$ cat src/rtl/byte_striping_tx.sv
// Purpose : serial-to-4-lane byte striper; consecutive bytes go round-robin to lanes 0..3,
//           each completed (or flushed) group is presented in parallel with a one-cycle valid pulse.
// Latency : valid_out asserts the cycle after the byte that completes or closes the group.
// Backpressure: none; accepts one byte every cycle, full rate gives one group every 4 cycles.
//
// Ports:
//   clk, reset            rising-edge clock, synchronous active-high reset
//   valid_in, data_in     serial byte input, qualified by valid_in
//   flush                 close the pending partial group, unused lanes padded with PAD
//   data_out0..3          lane buses (lane 0 = first byte of group), hold between pulses
//   valid_out             one-cycle pulse when the lane buses carry a new group
//   lane_mask             bit k set when lane k carries real data rather than PAD
//   busy                  a partial group is pending
//   lane_parity           (only with BYTE_STRIPING_TX_PARITY_EN) XOR reduction of each lane bus
//
// Optional feature macro: BYTE_STRIPING_TX_PARITY_EN
module byte_striping_tx #(
  parameter int               WIDTH = 8,
  parameter logic [WIDTH-1:0] PAD   = 8'hBC
) (
  input  logic             clk,
  input  logic             reset,
  input  logic             valid_in,
  input  logic [WIDTH-1:0] data_in,
  input  logic             flush,
  output logic [WIDTH-1:0] data_out0,
  output logic [WIDTH-1:0] data_out1,
  output logic [WIDTH-1:0] data_out2,
  output logic [WIDTH-1:0] data_out3,
  output logic             valid_out,
  output logic [3:0]       lane_mask,
  output logic             busy
`ifdef BYTE_STRIPING_TX_PARITY_EN
  ,
  output logic [3:0]       lane_parity
`endif
);

  // One-hot: state LANEk means the next accepted byte lands on lane k.
  typedef enum logic [3:0] {
    LANE0 = 4'b0001,
    LANE1 = 4'b0010,
    LANE2 = 4'b0100,
    LANE3 = 4'b1000
  } state_t;

  state_t           state;
  logic [WIDTH-1:0] stage [4];

  logic [1:0]       lane_idx;
  logic             emit;
  logic [2:0]       n_real;
  logic [3:0]       real_lane;
  logic [WIDTH-1:0] grp [4];

  always_comb begin
    case (state)
      LANE1:   lane_idx = 2'd1;
      LANE2:   lane_idx = 2'd2;
      LANE3:   lane_idx = 2'd3;
      default: lane_idx = 2'd0;
    endcase
  end

  // Decide whether a group leaves this cycle and how many lanes are real.
  // A byte arriving together with flush is accepted first, so it counts as real.
  always_comb begin
    emit   = 1'b0;
    n_real = 3'd0;
    if (valid_in) begin
      if (lane_idx == 2'd3) begin
        emit   = 1'b1;
        n_real = 3'd4;
      end else if (flush) begin
        emit   = 1'b1;
        n_real = {1'b0, lane_idx} + 3'd1;
      end
    end else if (flush && lane_idx != 2'd0) begin
      emit   = 1'b1;
      n_real = {1'b0, lane_idx};
    end
  end

  // Outgoing lane contents: the in-flight byte bypasses staging for its own lane.
  always_comb begin
    for (int j = 0; j < 4; j++) begin
      real_lane[j] = (3'(j) < n_real);
      if (valid_in && (2'(j) == lane_idx)) begin
        grp[j] = data_in;
      end else if (real_lane[j]) begin
        grp[j] = stage[j];
      end else begin
        grp[j] = PAD;
      end
    end
  end

  always_ff @(posedge clk) begin
    if (reset) begin
      state     <= LANE0;
      for (int i = 0; i < 4; i++) stage[i] <= '0;
      data_out0 <= '0;
      data_out1 <= '0;
      data_out2 <= '0;
      data_out3 <= '0;
      valid_out <= 1'b0;
      lane_mask <= 4'b0000;
`ifdef BYTE_STRIPING_TX_PARITY_EN
      lane_parity <= 4'b0000;
`endif
    end else begin
      valid_out <= emit;
      if (valid_in) begin
        stage[lane_idx] <= data_in;
      end
      if (emit) begin
        state     <= LANE0;
        data_out0 <= grp[0];
        data_out1 <= grp[1];
        data_out2 <= grp[2];
        data_out3 <= grp[3];
        lane_mask <= real_lane;
`ifdef BYTE_STRIPING_TX_PARITY_EN
        lane_parity <= {^grp[3], ^grp[2], ^grp[1], ^grp[0]};
`endif
      end else if (valid_in) begin
        // Rotate the one-hot token to the next lane.
        state <= state_t'({state[2:0], state[3]});
      end
    end
  end

  assign busy = (state != LANE0);

endmodule

$ cat config.mk
export PLATFORM = sky130hd
export DESIGN_NAME = byte_striping_tx
export DESIGN_NICKNAME = d
export VERILOG_FILES = /design/src/rtl/byte_striping_tx.sv
export SDC_FILE = /design/constraint.sdc
export NUM_CORES = 1
export LEC_CHECK = 0
export CAP_MARGIN = 20
export CORE_ASPECT_RATIO = 1.5
export CORE_MARGIN = 5
export CORE_UTILIZATION = 55
export CTS_CLUSTER_SIZE = 14
export DETAILED_ROUTE_END_ITERATION = 8
export GPL_ROUTABILITY_DRIVEN = 0
export HOLD_SLACK_MARGIN = 0.12
export PLACE_DENSITY_LB_ADDON = 0.12
export REMOVE_ABC_BUFFERS = 1
export SYNTH_ARGS = -nofsm -noshare
export SYNTH_HDL_FRONTEND = slang
export SYNTH_SLANG_ARGS = --single-unit
$ cat constraint.sdc
create_clock -name clk -period 5.9 [get_ports clk]
set_input_delay 0.885 -clock clk [delete_from_list [all_inputs] [get_ports clk]]
set_output_delay 0.885 -clock clk [all_outputs]
set_load 0.01 [all_outputs]
Figure 1. Supply network (run 1).
Bar = 20 um. Pins as bars on the die edge.
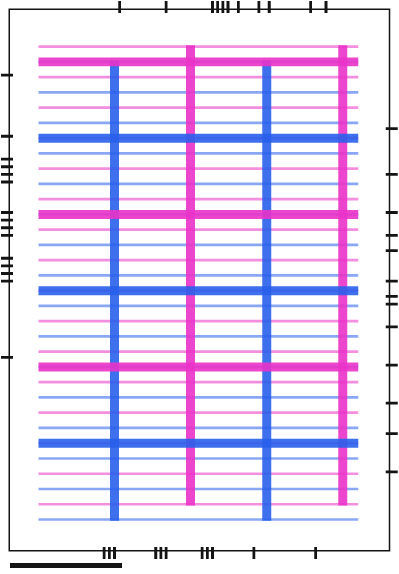
net	colour
VDD	magenta
VSS	blue
rows	31
signal pins	50
met4 straps	4
met1 rails	32

Figure 2. Placement by cell class (run 1).
Bar = 20 um.
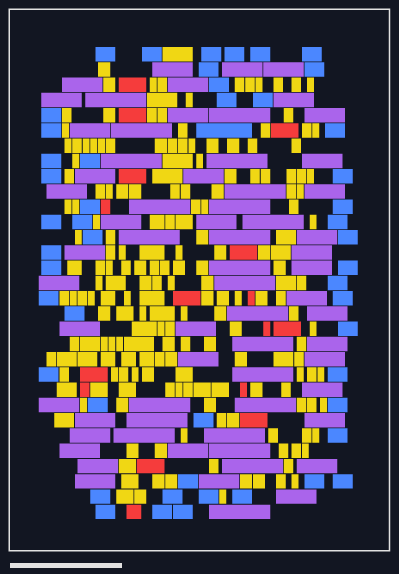
class	colour	cells	share of their area
combinational and other logic	yellow	191	34%
sequential cells	purple	65	46%
remaining buffers and delay cells	blue	50	15%
clock drivers and dummy loads	red	16	5.0%

==> impl_metrics.tcl, run 1 <==
# metrics dict for downstream scripts
set metrics [dict create \
    vias 2120 \
    drtIter0Drc 98 \
    io-pin-count 50 \
    r2r_cells 10 \
    grt_use_met3 0.0491 \
    rows 31 \
    tightest_slew_ns 0.713 \
    adder_share 0.0183 \
    setup_violations 0 \
    pwr_density_cell_mw_per_mm2 269 \
    drt-met1-wl_um 2350 \
    crit_chain "clkdlybuf4s50_1 > o21ai_0 > nand2_1 > nand2b_1 > inv_1 > o21ai_0 > o21ai_0" \
    dp.cells 372 \
    fin_area_sq_mm 0.00344 \
    hold_depth 2 \
    clockRootBuffer "clkbuf_8" \
    mostFrequentLayoutCell "clkdlybuf4s50_1" \
    fp_util 0.568 \
    hold_start "data_out0[5]" \
    holdPathEnd "data_out0[5]" \
    ir_worst_vdd_uv 165 \
    ys.flop_type "dfxtp_1" \
    grt_busiest_layer "met2" \
    top_signal_layer_used "met4" \
    avgSynthCellArea_sq_um 10.1 \
    tool_warnings 28 \
    cts_buffers 9 \
    ys_async_sr_fraction 0 \
    grt_max_degree 22 \
    endpoint_kind "flop" \
    arrival_ns 3.65 \
    die_x_um 67.5 \
    die_h_um 96.3 \
    post_cts_buffers 0 \
    ys.flops 65 \
    crit_fanout 20 \
    fin_util 0.714 \
    crit_family "buffers and inverters" \
    p_total_mw 0.923 \
    edf_count 24 \
    cp_common_cell "o21ai_0" \
    wl_met3_um 294 \
    yosys.area_share.xor_xnor 0.00642 \
    drc 0 \
    hpwl_um 4340 \
    ys_sh_aoi 0.138 \
    r2r-start "state[3]" \
    maxSlewViolCount 0 \
    crit_end "data_out1[7]" \
    top_cells_by_area "dfxtp_1, edfxtp_1, and2_1" \
    synth_area_sq_mm 0.00273 \
    most_common_cell "dfxtp_1" \
    synth_cell_types 36 \
    crit_start "valid_in" \
    outcome "finished clean" \
    post_cts_resized 0 \
    wl_met2_um 3130 \
    hold_path_class "flop to flop" \
    finalClockPeriodUsage 0.572 \
    ys_seq_frac 0.565 \
    critPathMaxStageDelay_ns 0.90 \
    first_pass_iters 4 \
    crit_path_top_delay_cell "clkdlybuf4s50_1" \
    yosys.area_share.simple 0.224 \
    final.setup.worst_slack_ns 2.52 \
    grt_first_pass_wirelength_um 9850 \
    wl_per_cell_um 15.3 \
    setup_tns_ns 0 \
    lay_top_cells "clkdlybuf4s50_1, dfxtp_1, o21ai_0, nand2_1, and2_1" \
    reg2reg_to "data_out1[1]" \
    n_antenna_cell 0 \
    ys_chip_area_sq_mm 0.00273 \
    muxShareOfSynthArea 0.0183 \
    clockBufferDepth 2 \
    hold_buffers 0 \
    dpl_cell_area_sq_mm 0.00327 \
    rsz0062_at_grt "false" \
    met2_usage 0.362 \
]
Figure 3. Clock wires, drivers and flops (run 1).
Bar = 20 um.
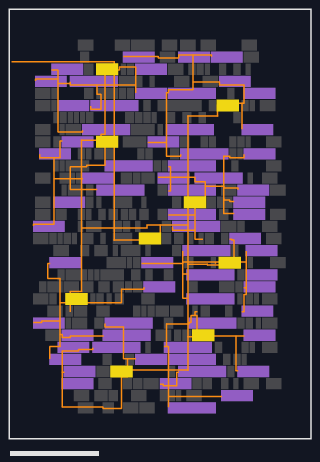
[flip-flops] purple | count: 65
[clock drivers] yellow | count: 9
[clock wires] orange | length: 806 um
routed clock nets	10
flops lie	all over the die
worst skew pair latency: 0.34 ns
Clock power frac: 0.354

run 1: tightest hold or removal path: stages (launching register included):
cell and delay [ns]:
dfxtp_1 0.32, nand2_1 0.04, o21ai_0 0.05
run 1: state kept, by name, indices dropped and copies added (netlist names):
name / count
data_out0: 8
valid_out: 1
stage: 24
data_out1: 8
state: 4
data_out3: 8
lane_mask: 4
data_out2: 8
run 1: layout make-up:
class | instances | area [sq um]
well taps | 66 | 82.6
multi-input cells | 186 | 1110
clock buffers | 13 | 149
fillers | 391 | 1370
flip-flops and latches | 65 | 1540
clock inverters | 3 | 17.5
repair buffers | 50 | 518
inverters | 5 | 18.8
run 1: where the power goes:
group          switching [mW]  internal (mW)
clock network           0.164          0.163
logic                  0.0510         0.0473
registers              0.0105          0.487
total                   0.226          0.697
--- run 2 (diff from run 1) ---
--- a/config.mk
+++ b/config.mk
@@ -8,7 +8,7 @@
 export CAP_MARGIN = 20
 export CORE_ASPECT_RATIO = 1.5
 export CORE_MARGIN = 5
-export CORE_UTILIZATION = 55
+export CORE_UTILIZATION = 46
 export CTS_CLUSTER_SIZE = 14
 export DETAILED_ROUTE_END_ITERATION = 8
 export GPL_ROUTABILITY_DRIVEN = 0
==> constraint.sdc (replaced) <==
create_clock -name clk -period 2.7 [get_ports clk]
set_input_delay 0.405 -clock clk [delete_from_list [all_inputs] [get_ports clk]]
set_output_delay 0.405 -clock clk [all_outputs]
set_load 0.01 [all_outputs]
Figure 4. Placement by cell class (run 2).
Bar = 20 um.
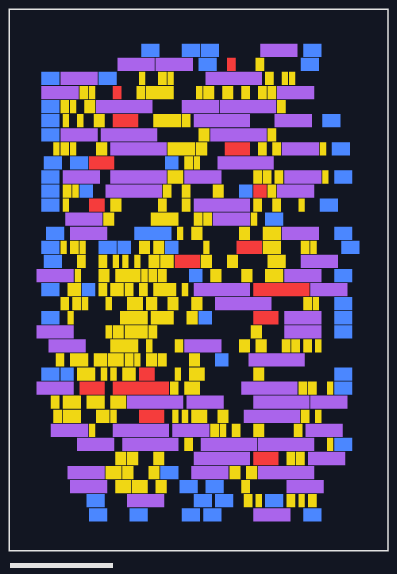
class	colour	cells	share of their area
combinational and other logic	yellow	191	33%
remaining buffers and delay cells	blue	60	17%
sequential cells	purple	65	44%
clock drivers and dummy loads	red	16	6.3%

Figure 5. Placed standard cells (run 2).
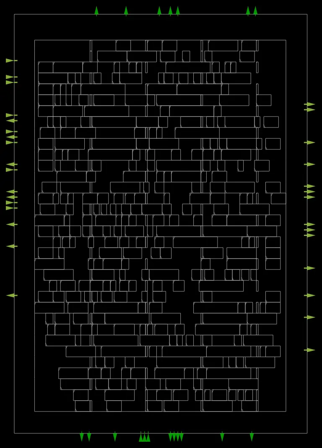
non-filler instance count after layout: 404
register fraction of the total cell area: 0.432

==> impl_metrics.tcl, run 2 <==
# metrics dict for downstream scripts
set metrics [dict create \
    outcome "finished clean" \
    top_power_group "sequential cells" \
    most_common_cell "dfxtp_1" \
    regMostFlops "stage" \
    dpl_cell_area_sq_mm 0.00334 \
    final.setup.worst_slack_ns 0.278 \
    muxShareOfSynthArea 0.0183 \
    die_h_um 104 \
    synth_area_sq_mm 0.00273 \
    endpoint_kind "flop" \
    powerComb_mw 0.225 \
    clockBufferDepth 2 \
    rows 34 \
    p_clk_mw 0.895 \
    ys_async_sr_fraction 0 \
    r2r-start "state[3]" \
    crit_fanout 8 \
    pwr_density_cell_mw_per_mm2 618 \
    drt-met1-wl_um 2540 \
    mostFrequentLayoutCell "clkdlybuf4s50_1" \
    combPwrFrac 0.102 \
    adder_share 0.0183 \
    tool_warnings 28 \
    clock_power_share 0.406 \
    clockRootBuffer "clkbuf_8" \
    hpwl_um 4410 \
    hold_start "data_out0[7]" \
    largest_reg_flops 24 \
    edf_count 24 \
    ys_sh_aoi 0.138 \
    hold_depth 2 \
    cts_buffers 9 \
    yosys.area_share.xor_xnor 0.00642 \
    die_x_um 72.9 \
    wl_met3_um 274 \
    crit_end "data_out2[7]" \
    switching_share 0.233 \
    reg2reg_to "data_out2[7]" \
    p_switching_mw 0.513 \
    lay_top_cells "clkdlybuf4s50_1, dfxtp_1, nand2_1, o21ai_0, and2_1" \
    fin_util 0.617 \
    top_cells_by_area "dfxtp_1, edfxtp_1, and2_1" \
    grt_first_pass_wirelength_um 9840 \
    ir_worst_vdd_uv 547 \
    yosys.area_share.simple 0.224 \
    crit_start "state[3]" \
    synth_cell_types 36 \
    ys_chip_area_sq_mm 0.00273 \
    drc 0 \
    grt_max_degree 30 \
    ys.flop_type "dfxtp_1" \
    top_signal_layer_used "met4" \
    p_seq_frac 0.492 \
    cp_common_cell "o21ai_0" \
    fillerInstances 548 \
    arrival_ns 2.65 \
    ys.flops 65 \
    holdPathEnd "data_out0[7]" \
    fin_area_sq_mm 0.00357 \
    drtIter0Drc 76 \
    met2_usage 0.282 \
]
## run 2: final cells by class
cell class	count	area, sq um	area share
repair buffers	60	586	0.164
clock buffers	9	124	0.0347
inverters	5	18.8	0.00526
multi-input cells	186	1110	0.312
flip-flops and latches	65	1540	0.432
well taps	72	90.1	0.0252
clock inverters	7	95.1	0.0266
## run 2: worst max-delay path: cells and delay by family, from the launching register on
family,cells,cell delay [ns]
AND-OR/OR-AND,3,0.50
AND/OR/NAND/NOR,2,0.48
flip-flops,1,0.43
buffers and inverters,2,0.35
XOR/XNOR,1,0.27
adder cells (fa/ha/maj),1,0.27
## run 2: repair_timing
item | CTS | global route
buffers inserted | 0 | 0
hold endpoints to repair | 0 | 0
resized | 0 | 3
endpoints found under the setup margin | 0 | 9
Power figures rest on the tool's default switching activity, not on a simulated workload.
